Run 1, logic cells by family:
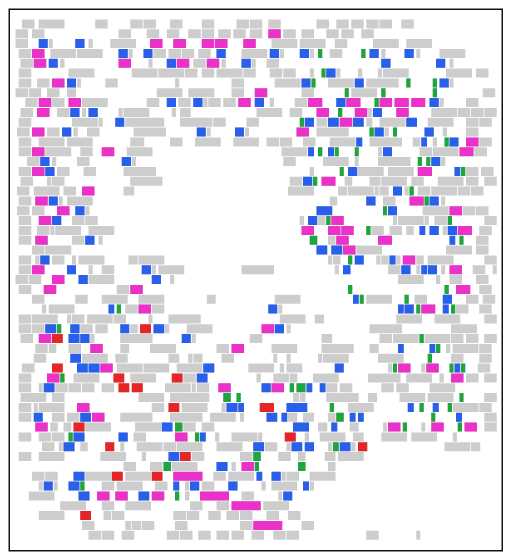
Run 1, track usage over the die:
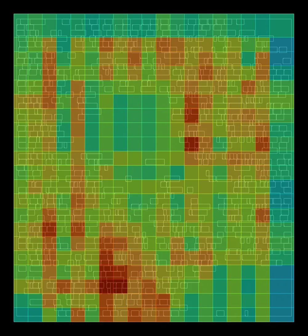
Run 1, met4 routing:
The bar under the picture is 50 um long.
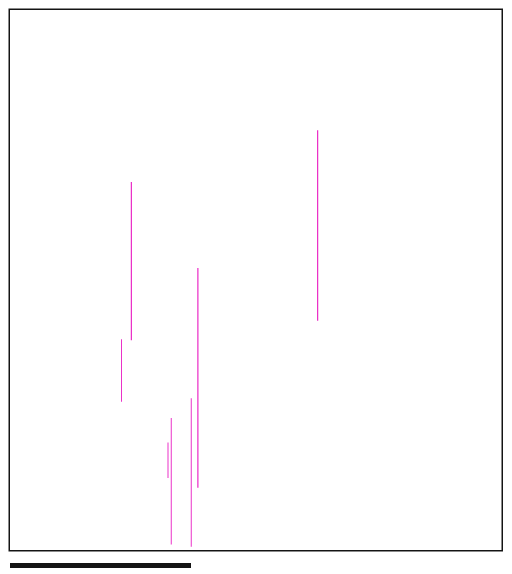
--- src/rtl/mem_port_arb_if.sv ---
// Bus bundle between the LSQ, the data cache and the memory-port sequencer.
// The slave modport is the sequencer; the master modport is the LSQ/cache side.
interface mem_port_arb_if #(
    parameter int ADDR_W = 32,
    parameter int TAG_W  = 6
);
  logic              flush;
  logic              ld_req_valid;
  logic              ld_req_ready;
  logic [ADDR_W-1:0] ld_req_addr;
  logic [1:0]        ld_req_size;
  logic              ld_req_signed;
  logic [TAG_W-1:0]  ld_req_tag;
  logic              st_req_valid;
  logic              st_req_ready;
  logic [ADDR_W-1:0] st_req_addr;
  logic [31:0]       st_req_data;
  logic [1:0]        st_req_size;
  logic              mem_req_valid;
  logic              mem_req_ready;
  logic              mem_req_we;
  logic [ADDR_W-1:0] mem_req_addr;
  logic [31:0]       mem_req_wdata;
  logic [3:0]        mem_req_wstrb;
  logic              mem_resp_valid;
  logic [31:0]       mem_resp_rdata;
  logic              ld_resp_valid;
  logic [TAG_W-1:0]  ld_resp_tag;
  logic [31:0]       ld_resp_data;
  logic              cache_stall;

  modport slave (
    input  flush,
    input  ld_req_valid, ld_req_addr, ld_req_size, ld_req_signed, ld_req_tag,
    output ld_req_ready,
    input  st_req_valid, st_req_addr, st_req_data, st_req_size,
    output st_req_ready,
    output mem_req_valid, mem_req_we, mem_req_addr, mem_req_wdata, mem_req_wstrb,
    input  mem_req_ready,
    input  mem_resp_valid, mem_resp_rdata,
    output ld_resp_valid, ld_resp_tag, ld_resp_data,
    output cache_stall
  );

  modport master (
    output flush,
    output ld_req_valid, ld_req_addr, ld_req_size, ld_req_signed, ld_req_tag,
    input  ld_req_ready,
    output st_req_valid, st_req_addr, st_req_data, st_req_size,
    input  st_req_ready,
    input  mem_req_valid, mem_req_we, mem_req_addr, mem_req_wdata, mem_req_wstrb,
    output mem_req_ready,
    output mem_resp_valid, mem_resp_rdata,
    input  ld_resp_valid, ld_resp_tag, ld_resp_data,
    input  cache_stall
  );
endinterface

--- src/rtl/mem_port_arb.sv ---
// Single-port data-memory sequencer: arbitrates loads (priority, with a store
// starvation guard) and committed stores onto one cache channel, one at a time.
module mem_port_arb #(
    parameter int ADDR_W     = 32,
    parameter int TAG_W      = 6,
    parameter int STARVE_MAX = 4
) (
    input logic         clk,
    input logic         rst,
    mem_port_arb_if.slave bus
);
  localparam int CNT_W = $clog2(STARVE_MAX + 1);
  localparam logic [CNT_W-1:0] STARVE_LIM = CNT_W'(STARVE_MAX);

  typedef enum logic [1:0] {IDLE, REQ, WAIT, DRAIN} state_t;

  state_t            state_reg;
  logic [CNT_W-1:0]  starve_reg;
  logic [ADDR_W-1:0] addr_reg;
  logic [1:0]        size_reg;
  logic              signed_reg;
  logic              we_reg;
  logic [TAG_W-1:0]  tag_reg;
  logic [31:0]       wdata_reg;
  logic [3:0]        wstrb_reg;
  logic              mem_req_valid_reg;
  logic              ld_resp_valid_reg;
  logic [TAG_W-1:0]  ld_resp_tag_reg;
  logic [31:0]       ld_resp_data_reg;

  logic        ld_ok;
  logic        grant_st;
  logic        grant_ld;
  logic        idle;
  logic [3:0]  st_strb_base;
  logic [31:0] rd_shifted;
  logic [31:0] ld_fmt;

  assign idle     = (state_reg == IDLE);
  assign ld_ok    = bus.ld_req_valid && !bus.flush;
  // A saturated counter hands the slot to a waiting store even if a load is ready.
  assign grant_st = bus.st_req_valid && (!ld_ok || (starve_reg == STARVE_LIM));
  assign grant_ld = ld_ok && !grant_st;

  assign bus.ld_req_ready  = idle && grant_ld;
  assign bus.st_req_ready  = idle && grant_st;
  assign bus.cache_stall   = !idle;
  assign bus.mem_req_valid = mem_req_valid_reg;
  assign bus.mem_req_we    = we_reg;
  assign bus.mem_req_addr  = {addr_reg[ADDR_W-1:2], 2'b00};
  assign bus.mem_req_wdata = wdata_reg;
  assign bus.mem_req_wstrb = wstrb_reg;
  assign bus.ld_resp_valid = ld_resp_valid_reg;
  assign bus.ld_resp_tag   = ld_resp_tag_reg;
  assign bus.ld_resp_data  = ld_resp_data_reg;

  always_comb begin
    st_strb_base = 4'b1111;
    case (bus.st_req_size)
      2'd0:    st_strb_base = 4'b0001;
      2'd1:    st_strb_base = 4'b0011;
      default: st_strb_base = 4'b1111;
    endcase
  end

  always_comb begin
    rd_shifted = bus.mem_resp_rdata >> {addr_reg[1:0], 3'b000};
    ld_fmt     = rd_shifted;
    case (size_reg)
      2'd0:    ld_fmt = {{24{signed_reg & rd_shifted[7]}}, rd_shifted[7:0]};
      2'd1:    ld_fmt = {{16{signed_reg & rd_shifted[15]}}, rd_shifted[15:0]};
      default: ld_fmt = rd_shifted;
    endcase
  end

  always_ff @(posedge clk) begin
    if (rst) begin
      state_reg         <= IDLE;
      starve_reg        <= '0;
      addr_reg          <= '0;
      size_reg          <= '0;
      signed_reg        <= 1'b0;
      we_reg            <= 1'b0;
      tag_reg           <= '0;
      wdata_reg         <= '0;
      wstrb_reg         <= '0;
      mem_req_valid_reg <= 1'b0;
      ld_resp_valid_reg <= 1'b0;
      ld_resp_tag_reg   <= '0;
      ld_resp_data_reg  <= '0;
    end else begin
      ld_resp_valid_reg <= 1'b0;
      case (state_reg)
        IDLE: begin
          if (grant_st) begin
            addr_reg          <= bus.st_req_addr;
            size_reg          <= bus.st_req_size;
            signed_reg        <= 1'b0;
            we_reg            <= 1'b1;
            wdata_reg         <= bus.st_req_data << {bus.st_req_addr[1:0], 3'b000};
            wstrb_reg         <= st_strb_base << bus.st_req_addr[1:0];
            starve_reg        <= '0;
            mem_req_valid_reg <= 1'b1;
            state_reg         <= REQ;
          end else if (grant_ld) begin
            addr_reg          <= bus.ld_req_addr;
            size_reg          <= bus.ld_req_size;
            signed_reg        <= bus.ld_req_signed;
            tag_reg           <= bus.ld_req_tag;
            we_reg            <= 1'b0;
            wdata_reg         <= '0;
            wstrb_reg         <= 4'b0000;
            if (bus.st_req_valid && (starve_reg != STARVE_LIM))
              starve_reg <= starve_reg + 1'b1;
            mem_req_valid_reg <= 1'b1;
            state_reg         <= REQ;
          end
        end
        REQ: begin
          if (bus.mem_req_ready) begin
            mem_req_valid_reg <= 1'b0;
            state_reg         <= (bus.flush && !we_reg) ? DRAIN : WAIT;
          end else if (bus.flush && !we_reg) begin
            // Request never reached the cache, so it can simply be withdrawn.
            mem_req_valid_reg <= 1'b0;
            state_reg         <= IDLE;
          end
        end
        WAIT: begin
          if (bus.mem_resp_valid) begin
            state_reg <= IDLE;
            if (!we_reg && !bus.flush) begin
              ld_resp_valid_reg <= 1'b1;
              ld_resp_tag_reg   <= tag_reg;
              ld_resp_data_reg  <= ld_fmt;
            end
          end else if (bus.flush && !we_reg) begin
            state_reg <= DRAIN;
          end
        end
        DRAIN: begin
          if (bus.mem_resp_valid) state_reg <= IDLE;
        end
        default: state_reg <= IDLE;
      endcase
    end
  end
endmodule

--- src/flat_wrapper.sv ---
// flat-port wrapper written by rule: the top's interface ports become plain ports
module mem_port_arb_flat 
#(
    parameter int ADDR_W     = 32,
    parameter int TAG_W      = 6,
    parameter int STARVE_MAX = 4
)
  (clk, rst, bus_flush, bus_ld_req_valid, bus_ld_req_addr, bus_ld_req_size, bus_ld_req_signed, bus_ld_req_tag, bus_ld_req_ready, bus_st_req_valid, bus_st_req_addr, bus_st_req_data, bus_st_req_size, bus_st_req_ready, bus_mem_req_valid, bus_mem_req_we, bus_mem_req_addr, bus_mem_req_wdata, bus_mem_req_wstrb, bus_mem_req_ready, bus_mem_resp_valid, bus_mem_resp_rdata, bus_ld_resp_valid, bus_ld_resp_tag, bus_ld_resp_data, bus_cache_stall);
  mem_port_arb_if #(.ADDR_W(ADDR_W), .TAG_W(TAG_W)) bus_i ();
  input logic clk;
  input logic rst;
  input wire logic [$bits(bus_i.flush)-1:0] bus_flush;
  input wire logic [$bits(bus_i.ld_req_valid)-1:0] bus_ld_req_valid;
  input wire logic [$bits(bus_i.ld_req_addr)-1:0] bus_ld_req_addr;
  input wire logic [$bits(bus_i.ld_req_size)-1:0] bus_ld_req_size;
  input wire logic [$bits(bus_i.ld_req_signed)-1:0] bus_ld_req_signed;
  input wire logic [$bits(bus_i.ld_req_tag)-1:0] bus_ld_req_tag;
  output wire logic [$bits(bus_i.ld_req_ready)-1:0] bus_ld_req_ready;
  input wire logic [$bits(bus_i.st_req_valid)-1:0] bus_st_req_valid;
  input wire logic [$bits(bus_i.st_req_addr)-1:0] bus_st_req_addr;
  input wire logic [$bits(bus_i.st_req_data)-1:0] bus_st_req_data;
  input wire logic [$bits(bus_i.st_req_size)-1:0] bus_st_req_size;
  output wire logic [$bits(bus_i.st_req_ready)-1:0] bus_st_req_ready;
  output wire logic [$bits(bus_i.mem_req_valid)-1:0] bus_mem_req_valid;
  output wire logic [$bits(bus_i.mem_req_we)-1:0] bus_mem_req_we;
  output wire logic [$bits(bus_i.mem_req_addr)-1:0] bus_mem_req_addr;
  output wire logic [$bits(bus_i.mem_req_wdata)-1:0] bus_mem_req_wdata;
  output wire logic [$bits(bus_i.mem_req_wstrb)-1:0] bus_mem_req_wstrb;
  input wire logic [$bits(bus_i.mem_req_ready)-1:0] bus_mem_req_ready;
  input wire logic [$bits(bus_i.mem_resp_valid)-1:0] bus_mem_resp_valid;
  input wire logic [$bits(bus_i.mem_resp_rdata)-1:0] bus_mem_resp_rdata;
  output wire logic [$bits(bus_i.ld_resp_valid)-1:0] bus_ld_resp_valid;
  output wire logic [$bits(bus_i.ld_resp_tag)-1:0] bus_ld_resp_tag;
  output wire logic [$bits(bus_i.ld_resp_data)-1:0] bus_ld_resp_data;
  output wire logic [$bits(bus_i.cache_stall)-1:0] bus_cache_stall;
  assign bus_i.flush = bus_flush;
  assign bus_i.ld_req_valid = bus_ld_req_valid;
  assign bus_i.ld_req_addr = bus_ld_req_addr;
  assign bus_i.ld_req_size = bus_ld_req_size;
  assign bus_i.ld_req_signed = bus_ld_req_signed;
  assign bus_i.ld_req_tag = bus_ld_req_tag;
  assign bus_ld_req_ready = bus_i.ld_req_ready;
  assign bus_i.st_req_valid = bus_st_req_valid;
  assign bus_i.st_req_addr = bus_st_req_addr;
  assign bus_i.st_req_data = bus_st_req_data;
  assign bus_i.st_req_size = bus_st_req_size;
  assign bus_st_req_ready = bus_i.st_req_ready;
  assign bus_mem_req_valid = bus_i.mem_req_valid;
  assign bus_mem_req_we = bus_i.mem_req_we;
  assign bus_mem_req_addr = bus_i.mem_req_addr;
  assign bus_mem_req_wdata = bus_i.mem_req_wdata;
  assign bus_mem_req_wstrb = bus_i.mem_req_wstrb;
  assign bus_i.mem_req_ready = bus_mem_req_ready;
  assign bus_i.mem_resp_valid = bus_mem_resp_valid;
  assign bus_i.mem_resp_rdata = bus_mem_resp_rdata;
  assign bus_ld_resp_valid = bus_i.ld_resp_valid;
  assign bus_ld_resp_tag = bus_i.ld_resp_tag;
  assign bus_ld_resp_data = bus_i.ld_resp_data;
  assign bus_cache_stall = bus_i.cache_stall;
  mem_port_arb #(.ADDR_W(ADDR_W), .TAG_W(TAG_W), .STARVE_MAX(STARVE_MAX)) u_core (.clk(clk), .rst(rst), .bus(bus_i));
endmodule
--- config.mk ---
export PLATFORM = sky130hd
export DESIGN_NAME = mem_port_arb_flat
export DESIGN_NICKNAME = d
export VERILOG_FILES = /design/src/rtl/mem_port_arb_if.sv /design/src/rtl/mem_port_arb.sv /design/src/flat_wrapper.sv
export SDC_FILE = /design/constraint.sdc
export NUM_CORES = 1
export LEC_CHECK = 0
export CORE_ASPECT_RATIO = 1.1
export CORE_UTILIZATION = 30
export DETAILED_ROUTE_END_ITERATION = 8
export REMOVE_ABC_BUFFERS = 1
export SETUP_SLACK_MARGIN = 0.1
export SLEW_MARGIN = 0
export SYNTH_ARGS = -nofsm -noshare
export SYNTH_HDL_FRONTEND = slang
export SYNTH_SLANG_ARGS = --single-unit
export TNS_END_PERCENT = 10
--- constraint.sdc ---
create_clock -name clk -period 5.3 [get_ports clk]
set_clock_uncertainty 0.1 [all_clocks]
set_input_delay 0.795 -clock clk [delete_from_list [all_inputs] [get_ports clk]]
set_output_delay 0.795 -clock clk [all_outputs]
set_load 0.01 [all_outputs]
==> impl_results.html, run 1 <==
<h2>Implementation results</h2>
<table>
<tr><th>Metric</th><th>Value</th></tr>
<tr><th colspan="2">Logic synthesis</th></tr>
<tr><td>Mapped Avg Cell Area</td><td>around 9 um^2</td></tr>
<tr><td>Largest type area fraction</td><td>slightly above 40%</td></tr>
<tr><td>Synthesis-stage register bit count</td><td>approximately 120</td></tr>
<tr><td>Cell accounting for the most synthesized area</td><td>sky130_fd_sc_hd__dfxtp_1</td></tr>
<tr><td>Most numerous cell in the Yosys netlist</td><td>sky130_fd_sc_hd__dfxtp_1</td></tr>
<tr><td>Top FF cell, synth</td><td>sky130_fd_sc_hd__dfxtp_1</td></tr>
<tr><td>Area fraction in full adders, half adders and majority gates</td><td>less than 1%</td></tr>
<tr><td>FFs w/ async S/R, synth</td><td>0%</td></tr>
<tr><td>Mux frac, synth</td><td>~15%</td></tr>
<tr><td>Number of library cell types mapped by synthesis</td><td>roughly 45</td></tr>
<tr><td>Most used standard cells in the synthesized netlist</td><td>sky130_fd_sc_hd__dfxtp_1 (123), sky130_fd_sc_hd__nor2_1 (100), sky130_fd_sc_hd__mux2i_1 (69)</td></tr>
<tr><td>Synth Warn #</td><td>0</td></tr>
<tr><td>Seq/Total Area, Yosys</td><td>approximately two fifths</td></tr>
<tr><td>Xor-xnor portion of the synthesized cell area</td><td>0.1479%</td></tr>
<tr><td>Count of library flops with an enable pin</td><td>0</td></tr>
<tr><td>Post-synthesis cell count from yosys</td><td>658</td></tr>
<tr><td>Gate count after technology mapping</td><td>around 660</td></tr>
<tr><td>Largest combinational cell category by area</td><td>AND-OR/OR-AND gates</td></tr>
<tr><td>Simple-gate share of the synthesized area</td><td>roughly 14%</td></tr>
<tr><td>Post-synthesis share of cell area spent on and-or and or-and gates</td><td>roughly a fifth</td></tr>
<tr><td>Yosys stat chip area</td><td>approximately 5900 um^2</td></tr>
<tr><td>Post-Synthesis Cell Area</td><td>between 5000 and 6000 um^2</td></tr>
<tr><td>Area contributors post-synth</td><td>sky130_fd_sc_hd__dfxtp_1 (42%), sky130_fd_sc_hd__mux2i_1 (12%), sky130_fd_sc_hd__a211oi_1 (7.4%), sky130_fd_sc_hd__nor2_1 (6.3%), sky130_fd_sc_hd__buf_4 (4.2%)</td></tr>
<tr><th colspan="2">Clock network</th></tr>
<tr><td>Post-cts resize count</td><td>0</td></tr>
<tr><td>Number of buffers inserted during clock tree synthesis</td><td>17</td></tr>
<tr><td>H-tree level count</td><td>4</td></tr>
<tr><td>Buffer count from post-CTS setup fixing</td><td>0</td></tr>
<tr><td>Insertion delay of the later-clocked pin in the worst-skew pair</td><td>~400 ps</td></tr>
<tr><td>Clock transition at the register clock pins on the worst setup and hold paths after CTS</td><td>60 ps</td></tr>
<tr><td>Bufs on Longest Clock Path</td><td>2</td></tr>
<tr><td>Clock tree root buffer cell</td><td>sky130_fd_sc_hd__clkbuf_16</td></tr>
<tr><td>Hold buffer count at CTS</td><td>0</td></tr>
<tr><td>Clock tree from TritonCTS</td><td>done</td></tr>
<tr><td>Clock Sinks</td><td>about 120</td></tr>
<tr><th colspan="2">Final layout</th></tr>
<tr><td>Syn-to-layout area delta</td><td>51.69%</td></tr>
<tr><td>Number of diodes</td><td>0</td></tr>
<tr><td>Flip-flop and latch area</td><td>approximately 2500 um^2</td></tr>
<tr><td>Final #Nets</td><td>approximately 1,000</td></tr>
<tr><td>Multi-input combinational cell area</td><td>2982 um^2</td></tr>
<tr><td>Fill cell instance count of the final layout</td><td>1,893</td></tr>
<tr><td>Layout cells sized above 1</td><td>7.595%</td></tr>
<tr><th colspan="2">Worst hold path</th></tr>
<tr><td>Startpoint of the tightest hold check path</td><td>u_core.tag_reg[0]</td></tr>
<tr><td>Number of cells on the worst hold path</td><td>2</td></tr>
<tr><td>Type of the worst min-delay path</td><td>register to register</td></tr>
<tr><th colspan="2">Floorplan</th></tr>
<tr><td>I/O pin total</td><td>about 260</td></tr>
<tr><td>Full die area</td><td>between 20,000 and 25,000 um^2</td></tr>
<tr><td>Overall die width</td><td>136.0 um</td></tr>
<tr><td>Number of placement rows</td><td>approximately 53</td></tr>
<tr><td>Core Box Area</td><td>between 15,000 and 20,000 um^2</td></tr>
<tr><td>FP Util</td><td>30.80%</td></tr>
<tr><td>Die Height</td><td>149.4 um</td></tr>
<tr><th colspan="2">Setup path</th></tr>
<tr><td>Category of the worst setup path launch point</td><td>input port</td></tr>
<tr><td>Maximum fanout encountered on the critical timing path</td><td>16</td></tr>
<tr><td>Flop2flop setup slack</td><td>2580 ps</td></tr>
<tr><td>Arrival time reported for the critical path endpoint</td><td>~2900 ps</td></tr>
<tr><td>Crit. End Element</td><td>output pin</td></tr>
<tr><td>R2R cell count</td><td>4</td></tr>
<tr><td>Worst r2r src</td><td>u_core.addr_reg[1]</td></tr>
<tr><td>Crit path kind</td><td>input port to output pin</td></tr>
<tr><td>Worst endpoint required time</td><td>4410 ps</td></tr>
<tr><td>Worst Setup SP</td><td>bus_st_req_valid</td></tr>
<tr><th colspan="2">Placed design</th></tr>
<tr><td>Buffers on Ports</td><td>about 260</td></tr>
<tr><td>HPWL after detailed placement</td><td>12,670 um</td></tr>
<tr><td>Total placed cells including tap cells</td><td>between 1,000 and 1,500</td></tr>
<tr><td>Routability congestion estimate</td><td>0.7776</td></tr>
<tr><th colspan="2">Global routing</th></tr>
<tr><td>Number of global-route vias before repair</td><td>5,069</td></tr>
<tr><td>Grt ovf</td><td>0</td></tr>
<tr><td>Largest net degree at the start of global routing</td><td>around 64</td></tr>
<tr><td>Number of antenna violations at the first check in global routing</td><td>0</td></tr>
<tr><td>Global-route wire length before repair</td><td>27,600 um</td></tr>
<tr><th colspan="2">Power and ir drop</th></tr>
<tr><td>Static leakage</td><td>3.327 nW</td></tr>
<tr><td>Power Dens Cells</td><td>308.7 nW/um^2</td></tr>
<tr><td>Peak supply drop</td><td>a little over 0.2 mV</td></tr>
<tr><th colspan="2">Routing</th></tr>
<tr><td>Antenna-violating nets left</td><td>0</td></tr>
<tr><td>Count of vias placed by the detailed router</td><td>around 5,400</td></tr>
<tr><td>Via/cell ratio</td><td>4.861</td></tr>
<tr><td>Iteration-0 DRC Markers</td><td>between 200 and 250</td></tr>
<tr><td>Detailed Routing Iterations Pass 1</td><td>4</td></tr>
<tr><td>Detailed-route DRC error count</td><td>0</td></tr>
<tr><td>Total routed wirelength</td><td>about 18,000 um</td></tr>
<tr><td>Average detailed-routed wire length per instance</td><td>16.19 um</td></tr>
<tr><th colspan="2">STA</th></tr>
<tr><td>Final period utilization</td><td>a little under three quarters</td></tr>
<tr><td>Final Critical Period</td><td>3814 ps</td></tr>
<tr><td>Maximum operating frequency</td><td>approximately 260 MHz</td></tr>
<tr><td>RSZ-0062 raised after global routing</td><td>false</td></tr>
<tr><td>Sum of negative setup slack</td><td>0 ps</td></tr>
<tr><td>Transition time at the pin with the least slew margin</td><td>~1100 ps</td></tr>
<tr><td>Total setup violations reported at the end of the flow</td><td>0</td></tr>
<tr><td>Hold Fails Final Rpt</td><td>0</td></tr>
<tr><td>Normalized max-slew margin</td><td>a little over a quarter</td></tr>
<tr><td>Final number of max-transition violations</td><td>0</td></tr>
<tr><th colspan="2">Run</th></tr>
<tr><td>Number of warning messages in the logs</td><td>26</td></tr>
<tr><td>Count of max-cap constraint violations</td><td>0</td></tr>
<tr><th colspan="2">Status</th></tr>
<tr><td>Result of the run</td><td>finished clean</td></tr>
</table>
About 'logic cells by family':
[blue] inverting AOI/OAI gates | cells: 142 | most used: a211oi_1 | where: all over the die
[green] NAND gates | cells: 69 | most used: nand2_1
[red] AND-OR and OR-AND gates | cells: 17 | most used: a22o_1
[magenta] multiplexers | cells: 85 | most used: mux2i_1 | where: all over the die
fin cells: 1,116
most numerous logic cell after layout: sky130_fd_sc_hd__clkdlybuf4s50_1
combinational share of cell area: 33.18%

About 'track usage over the die':
global router's overall resource usage: 17.87%
Layout Utilization: 46.72%

About 'met4 routing':
share of all routed wire: 1.4%
main direction: vertical
longest straight run: 60.5 um

==> run 1: power by group <==
part           internal [W]  switching, W
clock network      0.000701      0.000466
registers          0.000986     0.0000449
logic              0.000307      0.000269
==> run 1: critical path, cell delays in order <==
cell and delay, ps:
sky130_fd_sc_hd__clkdlybuf4s50_1 630, sky130_fd_sc_hd__or3b_1 490, sky130_fd_sc_hd__a21oi_1 160, sky130_fd_sc_hd__buf_4 260, sky130_fd_sc_hd__clkdlybuf4s50_1 580
==> run 1: layout by cell type, fill, tap and decap left out, drive strengths merged, types with 4 or more instances in the layout <==
cell type / count
a211o: 5
a211oi: 59
a21oi: 20
a22o: 8
a22oi: 12
a32oi: 9
and2: 6
buf: 11
clkbuf: 17
clkdlybuf4s50: 253
clkinv: 5
clkinvlp: 4
dfxtp: 123
inv: 11
mux2: 12
mux2i: 69
mux4: 4
nand2: 60
nand2b: 7
nor2: 101
nor2b: 11
o211ai: 8
o21ai: 12
o2bb2ai: 16
==> run 1: area by class of cell <==
cell class / count / share of cell area, %
Clock inverter: 15 / 1.866
Inverter: 7 / 0.2924
Timing Repair Buffer: 264 / 29.08
Tap cell: 247 / 3.440
Clock buffer: 17 / 4.735
Multi-Input combinational cell: 443 / 33.18
Sequential cell: 123 / 27.41
==> run 1: worst paths after layout <==
path / endpoint
worst max-delay path: bus_st_req_ready
worst max register to register: u_core.bus.ld_resp_data[16]
worst min-delay path: u_core.bus.ld_resp_tag[0]
worst min register to register: u_core.bus.ld_resp_tag[0]
==> run 1: kinds of logic after synthesis <==
logic type,count (synthesis)
DFF,123
xor gates and xnor gates,1
buffers and inverters,93
other,1
AOI/OAI and AO/OA,159
adders and majority gates,2
muxes,85
and+or+nand+nor,194
==> run 1: stage by stage <==
step           hold WS [ps]  area, um^2  total power (W)  setup slack (ps)
6_report              349.7        8985         0.002774              1486
5_1_grt               377.9        8985         0.002910              1405
4_1_cts               354.3        8985         0.002814              1504
3_5_place_dp          344.4        8392         0.001631              1507
3_3_place_gp          336.5        8392         0.001631              1474
2_1_floorplan         325.1        5454         0.001310             78.89
==> run 1: routing by layer <==
layer  GRT usage (%)  wire length, um  up-vias
li1                -                -     2711
met1           21.79             7868     2492
met2           28.98             8448      205
met3           6.150             1498       17
met4           6.389              258        0
met5               0                0        -
Run 1, sequential cells coloured by netlist name:
The bar under the picture is 50 um long.
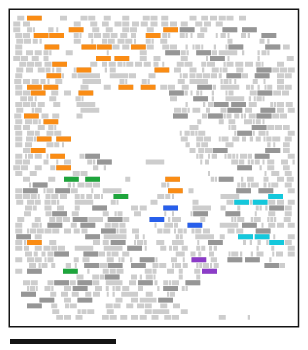

==> run 2, diff against run 1 <==
==> constraint.sdc (replaced) <==
create_clock -name clk -period 3.5 [get_ports clk]
set_clock_uncertainty 0.1 [all_clocks]
set_input_delay 0.525 -clock clk [delete_from_list [all_inputs] [get_ports clk]]
set_output_delay 0.525 -clock clk [all_outputs]
set_load 0.01 [all_outputs]
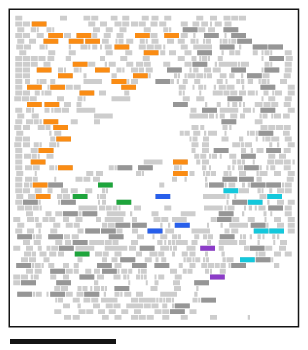
Run 2: sequential cells coloured by netlist name
The bar under the picture is 50 um long.
[green] u_core.bus.mem_req_wstrb | placed flops: 4
[purple] u_core.state_reg | placed flops: 2
[orange] u_core.addr_reg | placed flops: 32
[cyan] u_core.bus.ld_resp_tag | placed flops: 6
[blue] u_core.starve_reg | placed flops: 3
not coloured: 76

==> impl_results.html, run 2 <==
<h2>Implementation results</h2>
<table>
<tr><th>Metric</th><th>Value</th></tr>
<tr><th colspan="2">Status</th></tr>
<tr><td>Result of the run</td><td>finished clean</td></tr>
<tr><th colspan="2">Power and ir drop</th></tr>
<tr><td>Power Dens Cells</td><td>464.6 nW/um^2 (+50%)</td></tr>
<tr><td>Peak supply drop</td><td>0.3519 mV (+69%)</td></tr>
<tr><td>Static leakage</td><td>3.396 nW (+2.1%)</td></tr>
<tr><th colspan="2">Setup path</th></tr>
<tr><td>Worst r2r src</td><td>u_core.addr_reg[1]</td></tr>
<tr><td>Count of buffer and inverter cells on the critical path</td><td>3 (unchanged)</td></tr>
<tr><td>Most frequent cell on the critical path</td><td>sky130_fd_sc_hd__clkdlybuf4s50_1</td></tr>
<tr><td>Crit. End Element</td><td>output pin</td></tr>
<tr><td>Critical path's largest stage delay</td><td>530 ps (-100 ps)</td></tr>
<tr><td>Maximum fanout encountered on the critical timing path</td><td>7 (-9)</td></tr>
<tr><td>Crit path kind</td><td>input port to output pin</td></tr>
<tr><td>Arrival time reported for the critical path endpoint</td><td>2490 ps (-430 ps)</td></tr>
<tr><td>Delay-heaviest family, CP</td><td>buffers and inverters</td></tr>
<tr><td>Cell at the slowest stage of the critical path</td><td>sky130_fd_sc_hd__clkdlybuf4s50_1</td></tr>
<tr><td>Worst endpoint required time</td><td>2870 ps (-1540 ps)</td></tr>
<tr><td>Worst Setup SP</td><td>bus_st_req_valid</td></tr>
<tr><td>CP cell instances</td><td>clkdlybuf4s50_1, or3b_1, a21oi_1, buf_4, clkdlybuf4s50_1</td></tr>
<tr><td>Category of the worst setup path launch point</td><td>input port</td></tr>
<tr><th colspan="2">Worst hold path</th></tr>
<tr><td>Startpoint of the tightest hold check path</td><td>u_core.tag_reg[2]</td></tr>
<tr><td>Type of the worst min-delay path</td><td>register to register</td></tr>
<tr><th colspan="2">Placed design</th></tr>
<tr><td>Routability congestion estimate</td><td>0.7969 (+2.5%)</td></tr>
<tr><td>Buffers on Ports</td><td>255 (unchanged)</td></tr>
<tr><td>HPWL after detailed placement</td><td>12,850 um (+1.4%)</td></tr>
<tr><td>Total placed cells including tap cells</td><td>1,096 (+1.1%)</td></tr>
<tr><th colspan="2">STA</th></tr>
<tr><td>Maximum operating frequency</td><td>~320 MHz</td></tr>
<tr><td>RSZ-0062 raised after global routing</td><td>false</td></tr>
<tr><td>Final Critical Period</td><td>3118 ps</td></tr>
<tr><td>Hold Fails Final Rpt</td><td>0 (unchanged)</td></tr>
<tr><td>Final period utilization</td><td>89.08%</td></tr>
<tr><td>Normalized max-slew margin</td><td>40.06% (+13 points)</td></tr>
<tr><td>Final number of max-transition violations</td><td>0 (unchanged)</td></tr>
<tr><td>Transition time at the pin with the least slew margin</td><td>899.2 ps (-197.8 ps)</td></tr>
<tr><td>Worst-case hold slack</td><td>348.7 ps (-0.9290 ps)</td></tr>
<tr><td>Total setup violations reported at the end of the flow</td><td>0 (unchanged)</td></tr>
<tr><th colspan="2">Run</th></tr>
<tr><td>Count of max-cap constraint violations</td><td>0 (unchanged)</td></tr>
<tr><td>Number of warning messages in the logs</td><td>26 (unchanged)</td></tr>
<tr><th colspan="2">Routing</th></tr>
<tr><td>Detailed Routing Iterations Pass 1</td><td>4 (unchanged)</td></tr>
<tr><td>Average detailed-routed wire length per instance</td><td>16.10 um (-0.58%)</td></tr>
<tr><td>Antenna-violating nets left</td><td>0 (unchanged)</td></tr>
<tr><td>Via/cell ratio</td><td>4.762 (-2.0%)</td></tr>
<tr><td>Total routed wirelength</td><td>18,160 um (+0.49%)</td></tr>
<tr><td>Iteration-0 DRC Markers</td><td>281 (+36%)</td></tr>
<tr><td>Count of vias placed by the detailed router</td><td>5,371 (-1.0%)</td></tr>
<tr><td>Detailed-route DRC error count</td><td>0 (unchanged)</td></tr>
<tr><th colspan="2">Logic synthesis</th></tr>
<tr><td>Area fraction in full adders, half adders and majority gates</td><td>0.4225% (unchanged)</td></tr>
<tr><td>Gate count after technology mapping</td><td>658 (unchanged)</td></tr>
<tr><td>Simple-gate share of the synthesized area</td><td>14.03% (unchanged)</td></tr>
<tr><td>Largest combinational cell category by area</td><td>AND-OR/OR-AND gates</td></tr>
<tr><td>Most numerous cell in the Yosys netlist</td><td>sky130_fd_sc_hd__dfxtp_1</td></tr>
<tr><td>Post-Synthesis Cell Area</td><td>5923 um^2 (unchanged)</td></tr>
<tr><td>Cell accounting for the most synthesized area</td><td>sky130_fd_sc_hd__dfxtp_1</td></tr>
<tr><td>Yosys stat chip area</td><td>5923 um^2 (unchanged)</td></tr>
<tr><td>Count of library flops with an enable pin</td><td>0 (unchanged)</td></tr>
<tr><td>Number of library cell types mapped by synthesis</td><td>45 (unchanged)</td></tr>
<tr><td>Xor-xnor portion of the synthesized cell area</td><td>0.1479% (unchanged)</td></tr>
<tr><td>Synthesis-stage register bit count</td><td>123 (unchanged)</td></tr>
<tr><td>Area contributors post-synth</td><td>sky130_fd_sc_hd__dfxtp_1 (42%), sky130_fd_sc_hd__mux2i_1 (12%), sky130_fd_sc_hd__a211oi_1 (7.4%), sky130_fd_sc_hd__nor2_1 (6.3%), sky130_fd_sc_hd__buf_4 (4.2%)</td></tr>
<tr><td>Mapped Avg Cell Area</td><td>9.002 um^2 (unchanged)</td></tr>
<tr><td>Largest type area fraction</td><td>41.57% (unchanged)</td></tr>
<tr><td>Top FF cell, synth</td><td>sky130_fd_sc_hd__dfxtp_1</td></tr>
<tr><td>Synth Warn #</td><td>0 (unchanged)</td></tr>
<tr><td>Post-synthesis share of cell area spent on and-or and or-and gates</td><td>19.88% (unchanged)</td></tr>
<tr><td>Post-synthesis cell count from yosys</td><td>658 (unchanged)</td></tr>
<tr><td>Seq/Total Area, Yosys</td><td>41.57% (unchanged)</td></tr>
<tr><td>Most used standard cells in the synthesized netlist</td><td>sky130_fd_sc_hd__dfxtp_1 (123), sky130_fd_sc_hd__nor2_1 (100), sky130_fd_sc_hd__mux2i_1 (69)</td></tr>
<tr><td>FFs w/ async S/R, synth</td><td>0% (unchanged)</td></tr>
<tr><td>Mux frac, synth</td><td>15.46% (unchanged)</td></tr>
<tr><th colspan="2">Clock network</th></tr>
<tr><td>H-tree level count</td><td>4 (unchanged)</td></tr>
<tr><td>Bufs on Longest Clock Path</td><td>2 (unchanged)</td></tr>
<tr><td>Clock tree from TritonCTS</td><td>done</td></tr>
<tr><td>Clock tree root buffer cell</td><td>sky130_fd_sc_hd__clkbuf_16</td></tr>
<tr><td>Insertion delay of the later-clocked pin in the worst-skew pair</td><td>410 ps (about the same)</td></tr>
<tr><td>Hold buffer count at CTS</td><td>0 (unchanged)</td></tr>
<tr><td>Number of buffers inserted during clock tree synthesis</td><td>17 (unchanged)</td></tr>
<tr><td>Clock Sinks</td><td>123 (unchanged)</td></tr>
<tr><td>Post-cts resize count</td><td>0 (unchanged)</td></tr>
<tr><td>Clock transition at the register clock pins on the worst setup and hold paths after CTS</td><td>60 ps (about the same)</td></tr>
<tr><td>Buffer count from post-CTS setup fixing</td><td>0 (unchanged)</td></tr>
<tr><th colspan="2">Global routing</th></tr>
<tr><td>Number of antenna violations at the first check in global routing</td><td>0 (unchanged)</td></tr>
<tr><td>Number of global-route vias before repair</td><td>5,219 (+3.0%)</td></tr>
<tr><td>Global router's overall resource usage</td><td>18.12% (+0.25 points)</td></tr>
<tr><td>Global-route wire length before repair</td><td>28,410 um (+2.9%)</td></tr>
<tr><td>Largest net degree at the start of global routing</td><td>70 (+9.4%)</td></tr>
<tr><td>Grt ovf</td><td>0 (unchanged)</td></tr>
<tr><th colspan="2">Final layout</th></tr>
<tr><td>Syn-to-layout area delta</td><td>53.68%</td></tr>
<tr><td>Most numerous logic cell after layout</td><td>sky130_fd_sc_hd__clkdlybuf4s50_1</td></tr>
<tr><td>Number of diodes</td><td>0 (unchanged)</td></tr>
<tr><td>Final #Nets</td><td>1,016 (+1.2%)</td></tr>
<tr><td>Fill cell instance count of the final layout</td><td>1,860 (-1.7%)</td></tr>
<tr><td>Most instantiated logic cells after routing</td><td>sky130_fd_sc_hd__clkdlybuf4s50_1 (253), sky130_fd_sc_hd__dfxtp_1 (123), sky130_fd_sc_hd__nor2_1 (100)</td></tr>
<tr><td>Layout cells sized above 1</td><td>8.854% (+1.3 points)</td></tr>
<tr><td>Fin cells</td><td>1,128 (+1.1%)</td></tr>
<tr><th colspan="2">Floorplan</th></tr>
<tr><td>FP Util</td><td>30.80% (unchanged)</td></tr>
<tr><td>I/O pin total</td><td>258 (unchanged)</td></tr>
<tr><td>Full die area</td><td>20,310 um^2 (unchanged)</td></tr>
<tr><td>Core Box Area</td><td>19,230 um^2 (unchanged)</td></tr>
<tr><td>Die Height</td><td>149.4 um (unchanged)</td></tr>
<tr><td>Number of placement rows</td><td>53 (unchanged)</td></tr>
<tr><td>Overall die width</td><td>136.0 um (unchanged)</td></tr>
</table>
[run 2: cell counts after synthesis]
No cell type changed its count.
[run 2: kinds of logic (layout without fill, tap and decap cells)]
family | after synthesis | count (layout)
AOI/OAI and AO/OA | 159 | 159
xor gates and xnor gates | 1 | 1
adders and majority gates | 2 | 2
buffers and inverters | 93 | 315
DFF | 123 | 123
muxes | 85 | 85
other | 1 | 2
and+or+nand+nor | 194 | 194
[run 2: worst paths after layout]
kind	slack (ps)	depth (start not counted)	to
setup / recovery	380	5	bus_st_req_ready
hold / removal	350	2	u_core.bus.ld_resp_tag[2]
setup reg to reg	1310	5	u_core.bus.ld_resp_data[29]
hold reg to reg	350	2	u_core.bus.ld_resp_tag[2]
[run 2: worst reg2reg max path: cells and delay by family, from the launching register on]
| family | cells | cell delay (ps) |
|---|---|---|
| flip-flops | 1 | 450 |
| AND-OR/OR-AND | 2 | 540 |
| AND/OR/NAND/NOR | 2 | 710 |
| buffers and inverters | 1 | 250 |
[run 2: per-stage QoR]
| step | util, % | TNS [ps] | total power, W | setup slack, ps | area (um^2) |
|---|---|---|---|---|---|
| 4_1_cts | 47.33 | 0 | 0.004298 | 416.0 | 9102 |
| 2_1_floorplan | - | -50350 | 0.001983 | -1481 | 5454 |
| 5_1_grt | 47.33 | 0 | 0.004448 | 344.8 | 9102 |
| 3_3_place_gp | 44.24 | 0 | 0.002492 | 445.7 | 8507 |
| 6_report | 47.33 | 0 | 0.004229 | 382.1 | 9102 |
| 3_5_place_dp | 44.24 | 0 | 0.002491 | 427.5 | 8507 |
[run 2: layout make-up]
cell class	instances	area, um^2	area share (%)
Multi-Input combinational cell	443	2982	32.76
Sequential cell	123	2462	27.05
Clock buffer	19	452.9	4.976
Clock inverter	13	142.6	1.567
Tap cell	247	309.0	3.395
Inverter	7	26.28	0.2887
Timing Repair Buffer	276	2728	29.97
[run 2: report_power, final]
group          internal (W)  total [W]  switching [W]
Sequential          0.00149    0.00155      0.0000612
Combinational      0.000484   0.000900       0.000416
Clock               0.00109    0.00177       0.000685
[run 2: layer usage]
metal / global-route usage (%) / vias up / wire length [um]
met3: 6.320 / 21 / 1523
met2: 28.49 / 202 / 8244
met4: 7.056 / 0 / 281
met5: 0 / - / 0
li1: - / 2744 / -
met1: 22.58 / 2404 / 8111
Power figures rest on the tool's default switching activity, not on a simulated workload.
